**config.mk**
```make
export PLATFORM = sky130hd
export DESIGN_NAME = pwm_duty_meas
export DESIGN_NICKNAME = d
export VERILOG_FILES = /design/src/rtl/pwm_duty_meas.sv
export SDC_FILE = /design/constraint.sdc
export NUM_CORES = 1
export LEC_CHECK = 0
export CELL_PAD_IN_SITES_DETAIL_PLACEMENT = 1
export CELL_PAD_IN_SITES_GLOBAL_PLACEMENT = 1
export CORE_UTILIZATION = 40
export DETAILED_ROUTE_END_ITERATION = 6
export HOLD_SLACK_MARGIN = 0.02
export PLACE_DENSITY_LB_ADDON = 0.1
export SYNTH_ARGS = -nofsm -noshare
export SYNTH_HDL_FRONTEND = slang
export SYNTH_SLANG_ARGS = --single-unit
export TNS_END_PERCENT = 50
```
**constraint.sdc**
```tcl
create_clock -name clk -period 1.8 [get_ports clk]
set_clock_uncertainty 0.2 [all_clocks]
set_input_delay 0.54 -clock clk [delete_from_list [all_inputs] [get_ports clk]]
set_output_delay 0.54 -clock clk [all_outputs]
set_load 0.05 [all_outputs]
```
**src/rtl/pwm_duty_meas.sv**
```systemverilog
// pwm_duty_meas: decodes an asynchronous PWM input into a duty code (high
// clks) and a rise-to-rise period, published with a 1-clk valid strobe.
// An input with no accepted edge for TIMEOUT clks is flagged as stuck.
//
// Optional feature: define PWM_MEAS_GLITCH_FILT_EN to accept a synchronized
// level only after 2 consecutive equal samples (pulses <2 clks ignored,
// latency 5 clks instead of 3).
//
// Ports:
//   clk       in   1        system clock
//   rst_n     in   1        asynchronous active-low reset
//   PWM_in    in   1        PWM input, asynchronous to clk
//   duty      out  CNT_W    measured high clks, saturated at 2**CNT_W-1
//   period    out  CNT_W+1  measured rise-to-rise clks, saturated at all-ones
//   duty_vld  out  1        1-clk pulse when duty/period update
//   stuck     out  1        high while the input is declared stuck
module pwm_duty_meas #(
  parameter int unsigned CNT_W   = 10,
  parameter int unsigned TIMEOUT = 2048
) (
  input  logic             clk,
  input  logic             rst_n,
  input  logic             PWM_in,
  output logic [CNT_W-1:0] duty,
  output logic [CNT_W:0]   period,
  output logic             duty_vld,
  output logic             stuck
);

  localparam int unsigned IDLE_W = $clog2(TIMEOUT + 1);
  localparam logic [CNT_W:0]    CNT_MAX   = '1;
  localparam logic [CNT_W:0]    CNT_ONE   = (CNT_W+1)'(1);
  localparam logic [CNT_W-1:0]  DUTY_MAX  = '1;
  localparam logic [IDLE_W-1:0] IDLE_LAST = IDLE_W'(TIMEOUT - 1);
  localparam logic [IDLE_W-1:0] IDLE_ONE  = IDLE_W'(1);

  typedef enum logic [1:0] {
    ST_IDLE  = 2'd0,
    ST_HIGH  = 2'd1,
    ST_LOW   = 2'd2,
    ST_STUCK = 2'd3
  } state_t;

  state_t            r_state;
  logic              r_sync1;
  logic              r_sync2;
  logic              r_prev;
  logic [CNT_W:0]    r_hi_cnt;
  logic [CNT_W:0]    r_per_cnt;
  logic [IDLE_W-1:0] r_idle_cnt;
  logic [CNT_W-1:0]  r_duty;
  logic [CNT_W:0]    r_period;
  logic              r_duty_vld;
  logic              r_stuck;

  logic w_lvl;
  logic w_rise;
  logic w_fall;
  logic w_edge;
  logic w_timeout;

  // Two-flop synchronizer
  always_ff @(posedge clk or negedge rst_n) begin
    if (!rst_n) begin
      r_sync1 <= 1'b0;
      r_sync2 <= 1'b0;
    end else begin
      r_sync1 <= PWM_in;
      r_sync2 <= r_sync1;
    end
  end

`ifdef PWM_MEAS_GLITCH_FILT_EN
  logic r_sync3;
  logic r_filt;

  // Level accepted only after two consecutive equal synchronized samples
  always_ff @(posedge clk or negedge rst_n) begin
    if (!rst_n) begin
      r_sync3 <= 1'b0;
      r_filt  <= 1'b0;
    end else begin
      r_sync3 <= r_sync2;
      if (r_sync2 == r_sync3) r_filt <= r_sync2;
    end
  end

  assign w_lvl = r_filt;
`else
  assign w_lvl = r_sync2;
`endif

  // Previous accepted level for edge detection
  always_ff @(posedge clk or negedge rst_n) begin
    if (!rst_n) r_prev <= 1'b0;
    else        r_prev <= w_lvl;
  end

  assign w_rise    = w_lvl & ~r_prev;
  assign w_fall    = ~w_lvl & r_prev;
  assign w_edge    = w_rise | w_fall;
  // An edge in the same clk as the timeout wins; no re-trigger while stuck
  assign w_timeout = (r_state != ST_STUCK) && !w_edge && (r_idle_cnt == IDLE_LAST);

  // Measurement counters, state machine and registered outputs
  always_ff @(posedge clk or negedge rst_n) begin
    if (!rst_n) begin
      r_state    <= ST_IDLE;
      r_hi_cnt   <= '0;
      r_per_cnt  <= '0;
      r_idle_cnt <= '0;
      r_duty     <= '0;
      r_period   <= '0;
      r_duty_vld <= 1'b0;
      r_stuck    <= 1'b0;
    end else begin
      r_duty_vld <= 1'b0;

      // High/period counters restart on a rise and saturate, never wrap
      if (w_rise) begin
        r_hi_cnt  <= CNT_ONE;
        r_per_cnt <= CNT_ONE;
      end else begin
        if (r_per_cnt != CNT_MAX)          r_per_cnt <= r_per_cnt + CNT_ONE;
        if (w_lvl && (r_hi_cnt != CNT_MAX)) r_hi_cnt  <= r_hi_cnt + CNT_ONE;
      end

      if (w_edge)                       r_idle_cnt <= '0;
      else if (r_idle_cnt != IDLE_LAST) r_idle_cnt <= r_idle_cnt + IDLE_ONE;

      case (r_state)
        ST_IDLE: begin
          if (w_rise) r_state <= ST_HIGH;
        end
        ST_HIGH: begin
          if (w_fall) r_state <= ST_LOW;
        end
        ST_LOW: begin
          if (w_rise) begin
            r_state    <= ST_HIGH;
            r_duty     <= r_hi_cnt[CNT_W] ? DUTY_MAX : r_hi_cnt[CNT_W-1:0];
            r_period   <= r_per_cnt;
            r_duty_vld <= 1'b1;
          end
        end
        ST_STUCK: begin
          if (w_rise) begin
            r_state <= ST_HIGH;
            r_stuck <= 1'b0;
          end else if (w_fall) begin
            r_state <= ST_IDLE;
            r_stuck <= 1'b0;
          end
        end
        default: r_state <= ST_IDLE;
      endcase

      // Timeout publishes the held level as 0% or 100% with a saturated period
      if (w_timeout) begin
        r_state    <= ST_STUCK;
        r_stuck    <= 1'b1;
        r_duty     <= w_lvl ? DUTY_MAX : '0;
        r_period   <= CNT_MAX;
        r_duty_vld <= 1'b1;
      end
    end
  end

  assign duty     = r_duty;
  assign period   = r_period;
  assign duty_vld = r_duty_vld;
  assign stuck    = r_stuck;

endmodule

```
Run 1, metal 1:
The bar under the picture is 20 µm long. Cells faint in the background.
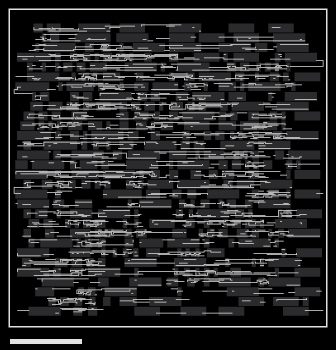
- main direction: horizontal
- nets with wire on the layer: 341
- share of all routed wire: 44%
- wire length on this layer: 3,760 µm
- longest straight run: 28.1 µm

Run 1, met2 routing:
Cells faint in the background.
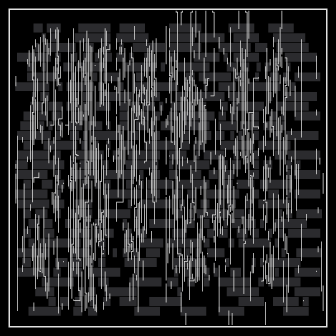
- longest straight run: 48.6 µm
- nets with wire on the layer: 338
- share of all routed wire: 52%
- main direction: vertical

Run 1, the metal 3 layer:
The bar under the picture is 20 µm long. Cells faint in the background.
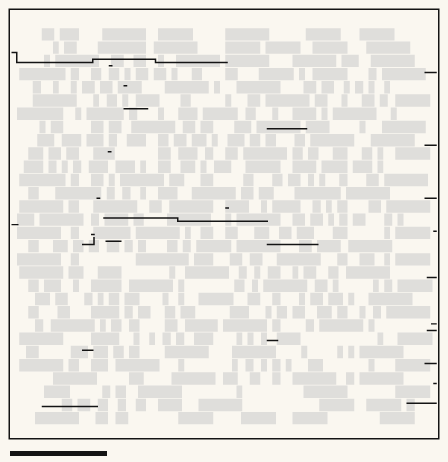
- longest straight run: 18.4 µm
- wire length on this layer: 150 µm
- share of all routed wire: 1.7%
- main direction: horizontal
- nets with wire on the layer: 17
final wirelength: 8.58 mm
via count: 2,599
met3 Usage GRT: 4.90%

Run 1, register map, names as in the netlist:
Other sequential cells in the stronger grey, the rest of the logic in the fainter grey.
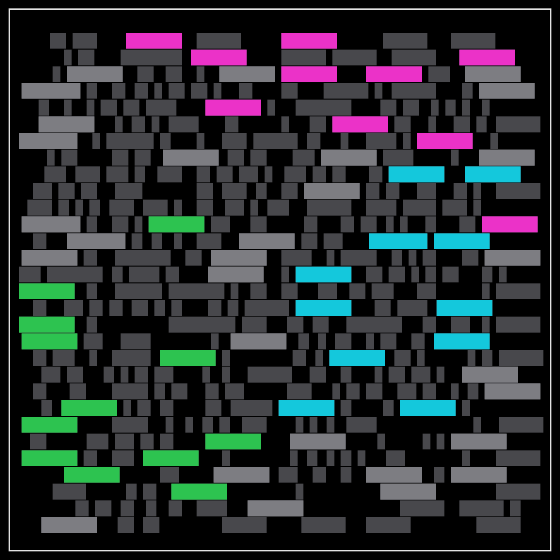
- magenta: duty (placed flops 10)
- green: r_idle_cnt (placed flops 12)
- cyan: r_per_cnt (placed flops 11)
- not coloured: 29
Seq group: 2210 µW
flop share of the area: 36.3%

==> Changelog: implementation, run 1 <==
## Flow update

* Ao+oa area frac at 14.3%
* #FFs+latches synth at ~62
* Top-count cell post-synth: dfrtp_1
* Fmax at approximately 520 MHz
* Fin util at between 60% and 70%
* GR Layer Usage met1 at 27.5%
* TritonCTS clock tree: yes
* CP arrival at between 1500 and 2000 ps
* Xor/xnor share at between 2 and 2.5%
* Combinational Power Share at 44.6%
* Syn Inst Count at around 300
* Antenna cells at 0
* RR Endpoint: duty[1]
* Fin crit share at 106%
* Commonest cells post-synth: dfrtp_1 (62), nor2_1 (41), nand2_1 (27)
* Status: finished, violations left
* WS Path Type: register to register
* H-tree depth at 3
* Failing checks: negative setup slack
* Hold Slack at around 9.2 ps
* MI comb area at around 1500 µm²
* Logic share of the area at between 30% and 40%
* Die Y at 88.0 µm
* Met1 Wirelength at 3.76 mm
* VDD IR max at 0.607 mV
* Yosys adder share at ~2.1%
* Synth Area in Simple Gates at between 20% and 30%
* Fillers at 772
* Worst-Margin Slew at ~390 ps
* Placer Congestion at approximately 0.80
* Area growth syn-to-layout at 45.3%
* Comb area leader: simple AND/OR/NAND/NOR gates
* NonClk Buf Share at between 20% and 30%
* Buffers, non-clock at around 69
* Vias in the first global route at about 2.7k
* CTS clk-pin slew, worst paths at 80 ps
* Met2 wire length at ~4.5 mm
* Non-filler cells, final at roughly 470
* Worst Setup SP: r_prev
* Fin. Hold Viols at 0
* Die area at between 7000 and 8000 µm²
* Seq share, synth at 52.5%
* Max clock buf depth at 2
* Largest cell class: flip-flops and latches
* Seq pwr share at between 30% and 40%
* Drt pass-1 iters at 4
* Grt peak-use layer: met2
* Post-synth top area cell: dfrtp_1
* Hold crit path type: primary input to async pin
* Vias per cell at between 5 and 6
* Taps Inserted at about 96
* FP Util at a little over two fifths
* Synthesized area per cell at around 10 µm²
* WL met3 at ~150 µm
* Reg2Reg Depth at 8
* Setup violations, final at 13
* Met2 Use GR at 37.7%
* Synth async-reset ratio at 100%
* Fin nets at ~380
* Post-synth area hogs: dfrtp_1 (52%), nor2_1 (5.2%), o21ai_0 (3.7%)
* Largest net degree at the start of global routing at around 63
* Placed cell area at ~3800 µm²
* Sw frac at between 30 and 40%
* Total Routing Usage GR at between 20% and 30%
* Fin crit period at between 1500 and 2000 ps
* Synth warn at 0
* Late-Pin Clk Latency at between 300 and 400 ps
* Critical path capture point type: register
* Post-synth EDFFs at 0
* DRC Markers at 0
* RSZ-0062 raised after global routing: yes
* Log Warnings at 30
* Gr ovfl total at 0
* WL/cell at around 18 µm
* Startpoint types: register
* Register area at roughly 1600 µm²
* Library cells used by synthesis at ~47
* Mux area share at 1.35%
* Design Area, Final at around 4300 µm²
* IO Count at 26
* Ys flop type: dfrtp_1
* Max-slew headroom at about three quarters
* Clock Sinks at a little over 60
* Clock Network Area Fraction at under 10%
* PnR worst setup slack at -116 ps
* DRT iter0 DRCs at between 80 and 90
* DIE WIDTH at 88.0 µm
* Worst setup path endpoint: duty[1]
* Comb gates at 220
* Inverters at 5
* R2r startpoint: r_prev
* Core area at ~7000 µm²
* Net switching power of the design at approximately 2400 µW
* Max Cap Violations at 0
* Clock Power Share at 20.3%
* Row count at 30
* Syn_nets at slightly above 300
* Mapped cell area at around 3000 µm²
* Final Max Slew Viols at 0
* Clock tree root driver cell: clkbuf_8
* Crit path DRT at 1820 ps
* Top-area cell share at between 50 and 60%
* R2R Setup Slk at -120 ps
* Port bufs at 25
* Antenna-violating nets left at 0
* Critical path fanouts, max at 10
* Leakage at 0.00198 µW
* CTS buffer count at 9
-- run 1: cells in the final DEF, fill, tap and decap left out, types with 4 or more instances in the layout --
cell type,count
a31oi_1,6
o21ai_1,5
mux2i_1,4
xor2_1,6
o211ai_1,11
nand4_1,4
a21oi_1,4
o31ai_1,5
buf_12,26
clkbuf_8,11
buf_6,6
and2_1,5
nand2_1,26
and3_1,8
nor3_1,6
dfrtp_2,5
nor2_1,41
or3_1,14
buf_4,33
o21ai_0,15
dfrtp_1,57
nand3_1,7
-- run 1: timing repair --
item	in CTS	in global routing
hold buffers	0	0
endpoints found under the hold margin	0	0
setup buffers	5	6
resized	11	36
setup endpoints to repair	36	42
pin swaps	0	5
gates cloned	0	2
-- run 1: power by group through the flow --
stage	Sequential, µW	Clock (µW)	Combinational [µW]
5_1_grt	2250	1360	2960
3_5_place_dp	2190	0	2600
6_report	2210	1280	2810
3_3_place_gp	2180	0	2540
4_1_cts	2180	1280	2660
2_1_floorplan	2840	0	482
-- run 1: metrics by stage --
stage	total power [µW]	setup TNS (ps)	setup WS [ps]
finish	6290	-582	-116
global route	6580	-1880	-197
CTS	6120	-126	-38.8
detailed placement	4790	-1370	-93.7
global placement	4720	-67.1	-25.3
floorplan	3320	-5.98	-5.98
-- run 1: worst max-delay path: stages (launching register included) --
cell and delay (ps):
dfrtp_1 460, inv_2 70, ha_4 190, buf_12 140, nor3b_4 150, buf_6 140, buf_12 130, o211ai_1 200
nand2_1 110
-- run 1: sequential cells by signal, summed over array words and instances (netlist names) --
register / flops
r_per_cnt: 11
r_prev: 1
r_hi_cnt: 11
duty_vld: 1
r_idle_cnt: 12
stuck: 1
duty: 10
r_sync2: 1
period: 11
r_sync1: 1
r_state: 2
==> run 2, diff against run 1 <==
==> config.mk (replaced) <==
export PLATFORM = sky130hd
export DESIGN_NAME = pwm_duty_meas
export DESIGN_NICKNAME = d
export VERILOG_FILES = /design/src/rtl/pwm_duty_meas.sv
export SDC_FILE = /design/constraint.sdc
export NUM_CORES = 1
export LEC_CHECK = 0
export CORE_UTILIZATION = 52
export DETAILED_ROUTE_END_ITERATION = 6
export HOLD_SLACK_MARGIN = 0.02
export PLACE_DENSITY = 0.76
export SYNTH_ARGS = -nofsm -noshare
export SYNTH_HDL_FRONTEND = slang
export SYNTH_SLANG_ARGS = --single-unit
export TNS_END_PERCENT = 50
Run 2, the metal 3 layer:
The bar under the picture is 20 µm long. Cells faint in the background.
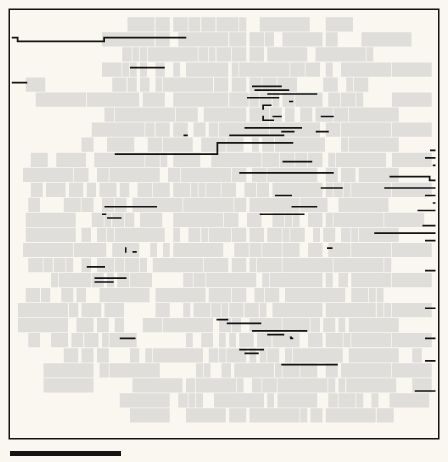
- nets with wire on the layer: 44
- main direction: horizontal
- share of all routed wire: 3.9%
- longest straight run: 18.4 µm
- wire length on this layer: 287 µm
final wirelength: 7.37 mm
via count: 2,597
met3 Usage GRT: 3.65%

==> Changelog: implementation, run 2 <==
## Flow update

* RSZ-0062 raised after global routing: yes
* Antenna cells at 0 (unchanged)
* Comb gates at 221 (+0.45%)
* Largest register FFs at 12 (unchanged)
* Largest net degree at the start of global routing at 63 (unchanged)
* Largest cell class: flip-flops and latches
* Fillers at 338 (-56%)
* Antenna-violating nets left at 0 (unchanged)
* TritonCTS clock tree: yes
* Late-Pin Clk Latency at 340 ps (about the same)
* Comb pwr at 2700 µW (-4%)
* Port bufs at 25 (unchanged)
* Seq share, synth at 52.5% (unchanged)
* CP peak stage delay at 490 ps (+30 ps)
* Met1 Wirelength at 3.08 mm (-18%)
* Hold crit path type: register to register
* Clock Network Area Fraction at 5.17% (+0.52 points)
* Combinational Power Share at 43.3% (-1.3 points)
* Worst-Margin Slew at 351 ps (-34.5 ps)
* Fin crit share at 103% (-3.8 points)
* Taps Inserted at 72 (-25%)
* Drt pass-1 iters at 7 (+3)
* Buffers, non-clock at 64 (-7.2%)
* Total Routing Usage GR at 24.6% (+2.7 points)
* Ys flop type: dfrtp_1
* MI comb area at 1470 µm² (-2.3%)
* Log Warnings at 29 (-3.3%)
* Logic share of the area at 35.2% (+0.34 points)
* Vias per cell at 5.90 (+6.3%)
* Synth warn at 0 (unchanged)
* Non-filler cells, final at 440 (-6.0%)
* WL/cell at 16.8 µm (-8.6%)
* Inverters at 5 (unchanged)
* Pre-CTS WS at -89.5 ps (+4.17 ps)
* Area growth syn-to-layout at 40.7%
* Leakage at 0.00193 µW (-2.6%)
* WL met3 at 287 µm (+93%)
* Fin crit period at 1850 ps (-68.9 ps)
* DIE WIDTH at 77.4 µm (-12%)
* Most frequent logic cell in the layout: dfrtp_1
* Setup violations, final at 1 (-12)
* Critical path fanouts, max at 5 (-5)
* Max clock buf depth at 2 (unchanged)
* Die area at 5990 µm² (-23%)
* Design Power at 6220 µW (-1.2%)
* Top-count cell post-synth: dfrtp_1
* Final Max Slew Viols at 0 (unchanged)
* Met2 wire length at 3.82 mm (-15%)
* Crit path DRT at 1820 ps (about the same)
* VDD IR max at 0.905 mV (+49%)
* Mapped cell area at 2960 µm² (unchanged)
* Post-synth top area cell: dfrtp_1
* Clock Power Share at 21.7% (+1.4 points)
* P_clk at 1350 µW (+5%)
* Synthesized area per cell at 9.89 µm² (unchanged)
* CTS clk-pin slew, worst paths at 70 ps (about the same)
* Sw frac at 37.8% (-0.90 points)
* Library cells used by synthesis at 47 (unchanged)
* Post-synth area hogs: dfrtp_1 (52%), nor2_1 (5.2%), o21ai_0 (3.7%)
* Core area at 5510 µm² (-21%)
* Most instantiated logic cells after routing: dfrtp_1 (58), nor2_1 (41), buf_4 (32), nand2_1 (26), buf_12 (25)
* Fmax at 541 MHz (+3.7%)
* Syn_nets at 307 (unchanged)
* Setup TNS Final at -47.1 ps (+535 ps)
* Failing checks: design-rule violations, negative setup slack
* Fin nets at 371 (-1.1%)
* CP arrival at 1870 ps (-60 ps)
* Met2 Use GR at 40.5% (+2.8 points)
* Post-synth EDFFs at 0 (unchanged)
* PnR worst setup slack at -47.1 ps (+68.9 ps)
* Clock Sinks at 62 (unchanged)
* Crit-path cells: nand2_1 > o41ai_4 > mux2i_1 > nor2_1
* FP Util at 53.7% (+11 points)
* Status: finished, violations left
* DRT iter0 DRCs at 349 (+320%)
* Synth async-reset ratio at 100% (unchanged)
* GR Layer Usage met1 at 31.7% (+4.2 points)
* Max-slew headroom at 76.5% (+2.3 points)
* H-tree depth at 3 (unchanged)
* Top-area cell share at 52.5% (unchanged)
* Commonest cells post-synth: dfrtp_1 (62), nor2_1 (41), nand2_1 (27)
* Startpoint types: register
* DRC Markers at 1 (+1)
* Syn Inst Count at 299 (unchanged)
* CP delay by family, top: AND-OR/OR-AND gates
* Vias in the first global route at 2,487 (-7.3%)
* Top power group: combinational cells
* NonClk Buf Share at 19.5% (-1.5 points)
* Row count at 27 (-10%)
* Biggest register: r_idle_cnt
* WS Path Type: register to register
* Max Cap Violations at 0 (unchanged)
* Clock tree root driver cell: clkbuf_8
Run 2, register map, names as in the netlist:
Other sequential cells in the stronger grey, the rest of the logic in the fainter grey.
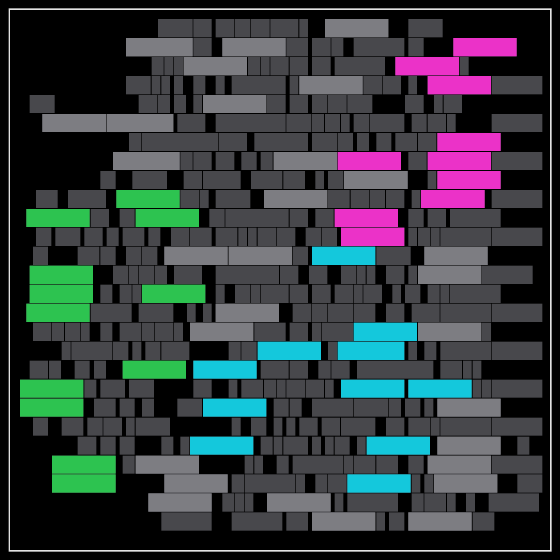
- cyan: r_per_cnt (placed flops 11)
- green: r_idle_cnt (placed flops 12)
- magenta: duty (placed flops 10)
- not coloured: 29
fin util: 75.5%
Seq group: 2180 µW
flop share of the area: 37.4%
register area: 1560 µm²

run 2: cell counts after synthesis:
Identical to the previous run, type by type.
run 2: what timing repair did:
action / 4_1_cts / 5_1_grt
pin swaps: 1 / 14
endpoints found under the hold margin: 9 / 0
hold buffers: 1 / 0
gates cloned: 1 / 1
buffers inserted: 4 / 7
endpoints found under the setup margin: 20 / 35
gates resized: 6 / 29
run 2: stage by stage:
stage / hold WS [ps] / area (µm²)
6_report: 149 / 4160
5_1_grt: 174 / 4160
4_1_cts: 149 / 3990
3_5_place_dp: 135 / 3700
3_3_place_gp: 135 / 3700
2_1_floorplan: 44.4 / 2980
run 2: worst paths after layout:
kind | slack (ps) | start | end | depth (start not counted)
setup / recovery | -50 | r_hi_cnt[9] | r_hi_cnt[1] | 4
hold / removal | 150 | r_sync1 | r_sync2 | 0
setup reg to reg | -50 | r_hi_cnt[9] | r_hi_cnt[1] | 4
hold reg to reg | 150 | r_sync1 | r_sync2 | 0
max in group asynchronous | 550 | rst_n | r_per_cnt[2] | 3
min in group asynchronous | 520 | rst_n | duty_vld | 3
run 2: kinds of logic (layout without fill, tap and decap cells):
| kind of cell | Yosys count | in the layout | synth area share, % |
|---|---|---|---|
| adder cells (fa/ha/maj) | 5 | 5 | 2.12 |
| AND/OR/NAND/NOR | 140 | 141 | 24.9 |
| AND-OR/OR-AND | 63 | 63 | 14.3 |
| flip-flops | 62 | 62 | 52.5 |
| XOR/XNOR | 8 | 8 | 2.37 |
| buffers and inverters | 17 | 85 | 2.50 |
| multiplexers | 4 | 4 | 1.35 |
==> run 3, diff against run 2 <==
--- a/config.mk
+++ b/config.mk
@@ -5,6 +5,7 @@
 export SDC_FILE = /design/constraint.sdc
 export NUM_CORES = 1
 export LEC_CHECK = 0
+export CORE_MARGIN = 8
 export CORE_UTILIZATION = 52
 export DETAILED_ROUTE_END_ITERATION = 6
 export HOLD_SLACK_MARGIN = 0.02
Run 3, met2 routing:
Cells faint in the background.
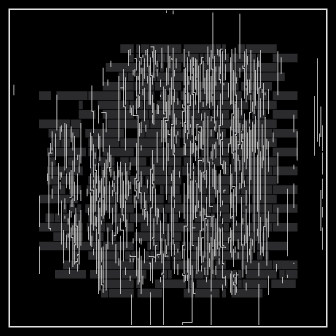
- longest straight run: 44.9 µm
- wire length on this layer: 3,670 µm
- main direction: vertical
- share of all routed wire: 51%
- nets with wire on the layer: 317

==> Changelog: implementation, run 3 <==
## Flow update

* Status: finished, violations left
* Failing checks: negative setup slack
* Clock Sinks at 62 (unchanged)
* Initial antenna violation count at 0
* Grt peak-use layer: met2
* Combinational Power Share at 44.5% (+1.2 points)
* Log Warnings at 30 (+3.4%)
* Row count at 27 (unchanged)
* R2r startpoint: r_sync2
* CP delay by family, top: simple AND/OR/NAND/NOR gates
* Most frequent logic cell in the layout: dfrtp_1
* DIE WIDTH at 91.4 µm (+18%)
* CTS buffer count at 9
* Fin nets at 373 (+0.54%)
* DRT iter0 DRCs at 185 (-47%)
* Via count at 2,555 (-1.6%)
* WHS Endpoint: r_sync2
* Port bufs at 25 (unchanged)
* Placed Cells at around 410
* Largest net degree at the start of global routing at 63 (unchanged)
* Reg2Reg Depth at 5 (+1)
* Late-Pin Clk Latency at 330 ps (about the same)
* Final Max Slew Viols at 0 (unchanged)
* Hold crit path type: register to register
* Hold depth at 0 (unchanged)
* Biggest register: r_idle_cnt
* Cell Int Power at 3660 µW
* Critical path capture point type: register
* Crit path DRT at 1860 ps (+40 ps)
* Power Density at about 1400 nW/µm²
* Syn Inst Count at 299 (unchanged)
* Leakage at 0.00190 µW (-1.6%)
* Fin crit share at 100% (-2.2 points)
* Commonest cells post-synth: dfrtp_1 (62), nor2_1 (41), nand2_1 (27)
* Final wirelength at 7.22 mm (-2.0%)
* RR Endpoint: r_hi_cnt[9]
* Pre-CTS WS at -123 ps (-33.5 ps)
* Antenna-violating nets left at 0 (unchanged)
* Critical path fanouts, max at 5 (unchanged)
* R2R Setup Slk at -7 ps (+40 ps)
* Synth async-reset ratio at 100% (unchanged)
* RSZ-0062 raised after global routing: yes
* Met2 Use GR at 28.2% (-12 points)
* Placer Congestion at between 0.8 and 0.9
* Worst path slowest cell: or4_4
* Synthesized area per cell at 9.89 µm² (unchanged)
* Syn_nets at 307 (unchanged)
* Met3 Usage GRT at 4.77% (+1.1 points)
* Fin util at 75.2% (-0.30 points)
* Library cells used by synthesis at 47 (unchanged)
* Max clock buf depth at 2 (unchanged)
* Fmax at 553 MHz (+2.2%)
* Seq pwr share at between 30% and 40%
* IO Count at 26
* Post-synth EDFFs at 0 (unchanged)
* Gr ovfl total at 0
* Vias per cell at 5.78 (-2.1%)
* WL met3 at 352 µm (+23%)
* Hold path start: r_sync1
* Max Cap Violations at 0 (unchanged)
* Net switching power of the design at between 2000 and 2500 µW
* TritonCTS clock tree: yes
* Fin crit period at 1810 ps (-39.6 ps)
* Seq share, synth at 52.5% (unchanged)
* Design Power at 5970 µW (-4.0%)
* Met1 Wirelength at 3.09 mm (+0.32%)
* WS Path Type: register to register
* Fillers at 323 (-4.4%)
* GR Layer Usage met1 at 20.4% (-11 points)
* DR top layer: met4
* Core area at 5510 µm² (unchanged)
* WL/cell at 16.3 µm (-2.5%)
* Yosys chip area at 2960 µm²
* Die area at 8350 µm² (+39%)
* CP peak stage delay at 510 ps (+20 ps)
* Largest register FFs at 12 (unchanged)
* Top-area cell share at 52.5% (unchanged)
* CP arrival at 1870 ps (about the same)
* #FFs+latches synth at 62
* Fin. Hold Viols at 0
* Placed cell area at 3720 µm² (+0.61%)
* CTS clk-pin slew, worst paths at 70 ps (about the same)
* First-pass GRT wire length at 11.6 mm
* DRC Markers at 0 (-1)
* Worst Setup SP: r_sync2
* Ys flop type: dfrtp_1
* Ys cells at approximately 300
* Crit-path cells: buf_4 > and4_4 > nand4_4 > or4_4 > a21oi_2
* Drt pass-1 iters at 4 (-3)
* Die Y at approximately 90 µm
* Setup TNS Final at -7.48 ps (+39.6 ps)
* Worst-Margin Slew at 373 ps (+22.4 ps)
* Mapped cell area at 2960 µm² (unchanged)
* Met2 wire length at 3.67 mm (-4.0%)
* PnR worst setup slack at -7.48 ps (+39.6 ps)
* H-tree depth at 3 (unchanged)
* Most instantiated logic cells after routing: dfrtp_1 (61), nor2_1 (41), buf_4 (35), nand2_1 (25), buf_12 (24)
* Synth warn at 0 (unchanged)
* FP Util at 53.7% (unchanged)
* Fraction of layout instances using a drive strength above 1 at between 30% and 40%
* Startpoint types: register
* Antenna cells at 0 (unchanged)
* Top-count cell post-synth: dfrtp_1
* Dpl hpwl at 4.76 mm
* Clock tree root driver cell: clkbuf_8
* Max-slew headroom at 75.0% (-1.6 points)
* Vias in the first global route at 2,541 (+2.2%)
* Non-filler cells, final at 442 (+0.45%)
* Hold Slack at 147 ps (-1.64 ps)
* Setup violations, final at 1 (unchanged)
* Post-synth top area cell: dfrtp_1
* Sw frac at 38.7% (+0.96 points)
* Clock Power Share at 19.3% (-2.4 points)
* Buffers and inverters on the worst path at 1
* Design Area, Final at 4140 µm² (-0.39%)
* VDD IR max at 0.870 mV (-3.9%)
* Post-synth area hogs: dfrtp_1 (52%), nor2_1 (5.2%), o21ai_0 (3.7%)
* Total Routing Usage GR at 16.8% (-7.8 points)
* Area growth syn-to-layout at 40.1%
Run 3, register map, names as in the netlist:
Other sequential cells in the stronger grey, the rest of the logic in the fainter grey.
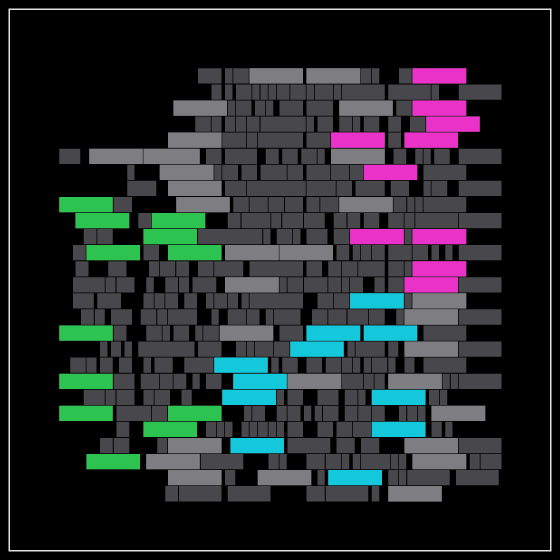
- green: r_idle_cnt (placed flops 12; where middle left)
- cyan: r_per_cnt (placed flops 11)
- magenta: duty (placed flops 10)
- not coloured: 29

==> run 3: cell counts after synthesis <==
No cell type changed its count.
==> run 3: cell type report <==
cell class / instances / area [µm²] / area share, %
clock buffer: 12 / 135 / 3.26
sequential: 62 / 1550 / 37.5
timing repair buffer: 66 / 813 / 19.6
multi-input combinational: 221 / 1490 / 35.9
clock inverter: 4 / 47.5 / 1.15
inverter: 5 / 18.8 / 0.453
tap: 72 / 90.1 / 2.17
==> run 3: kinds of logic after synthesis <==
family | Yosys count | synth area share [%]
buffers and inverters | 17 | 2.50
multiplexers | 4 | 1.35
AND-OR/OR-AND | 63 | 14.3
flip-flops | 62 | 52.5
adder cells (fa/ha/maj) | 5 | 2.12
XOR/XNOR | 8 | 2.37
AND/OR/NAND/NOR | 140 | 24.9
==> run 3: how the worst max path moves through the flow <==
| stage | to | slack (ps) | depth (start not counted) |
|---|---|---|---|
| after detailed placement | duty[2] | -120 | 6 |
| after global routing | r_hi_cnt[9] | -80 | 5 |
| after floorplan | duty[9] | -6 | 7 |
| final | r_hi_cnt[9] | -7 | 5 |
| after global placement | duty[5] | 2 | 6 |
| after CTS | r_hi_cnt[7] | -9 | 5 |
==> run 3: power groups by stage <==
stage / logic (µW) / clock network (µW) / registers (µW)
6_report: 2660 / 1150 / 2160
5_1_grt: 2810 / 1240 / 2210
4_1_cts: 2650 / 1160 / 2150
3_5_place_dp: 2620 / 0 / 2170
3_3_place_gp: 2560 / 0 / 2140
2_1_floorplan: 482 / 0 / 2840
==> run 3: timing repair <==
action,in CTS,in global routing
setup buffers,6,4
endpoints found under the setup margin,24,37
pin swaps,5,14
hold endpoints to repair,19,0
resized,10,27
hold buffers,1,0
cloned,1,1

==> gallery <==
Placement view.
Plate I
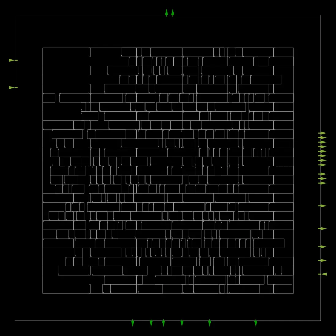
Plate II
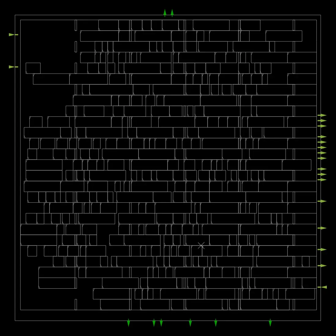
Plate III
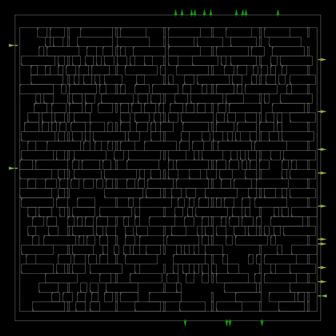
run 2: Plate II
run 1: Plate III
run 3: Plate I

Power is estimated from default activity; no workload was simulated.
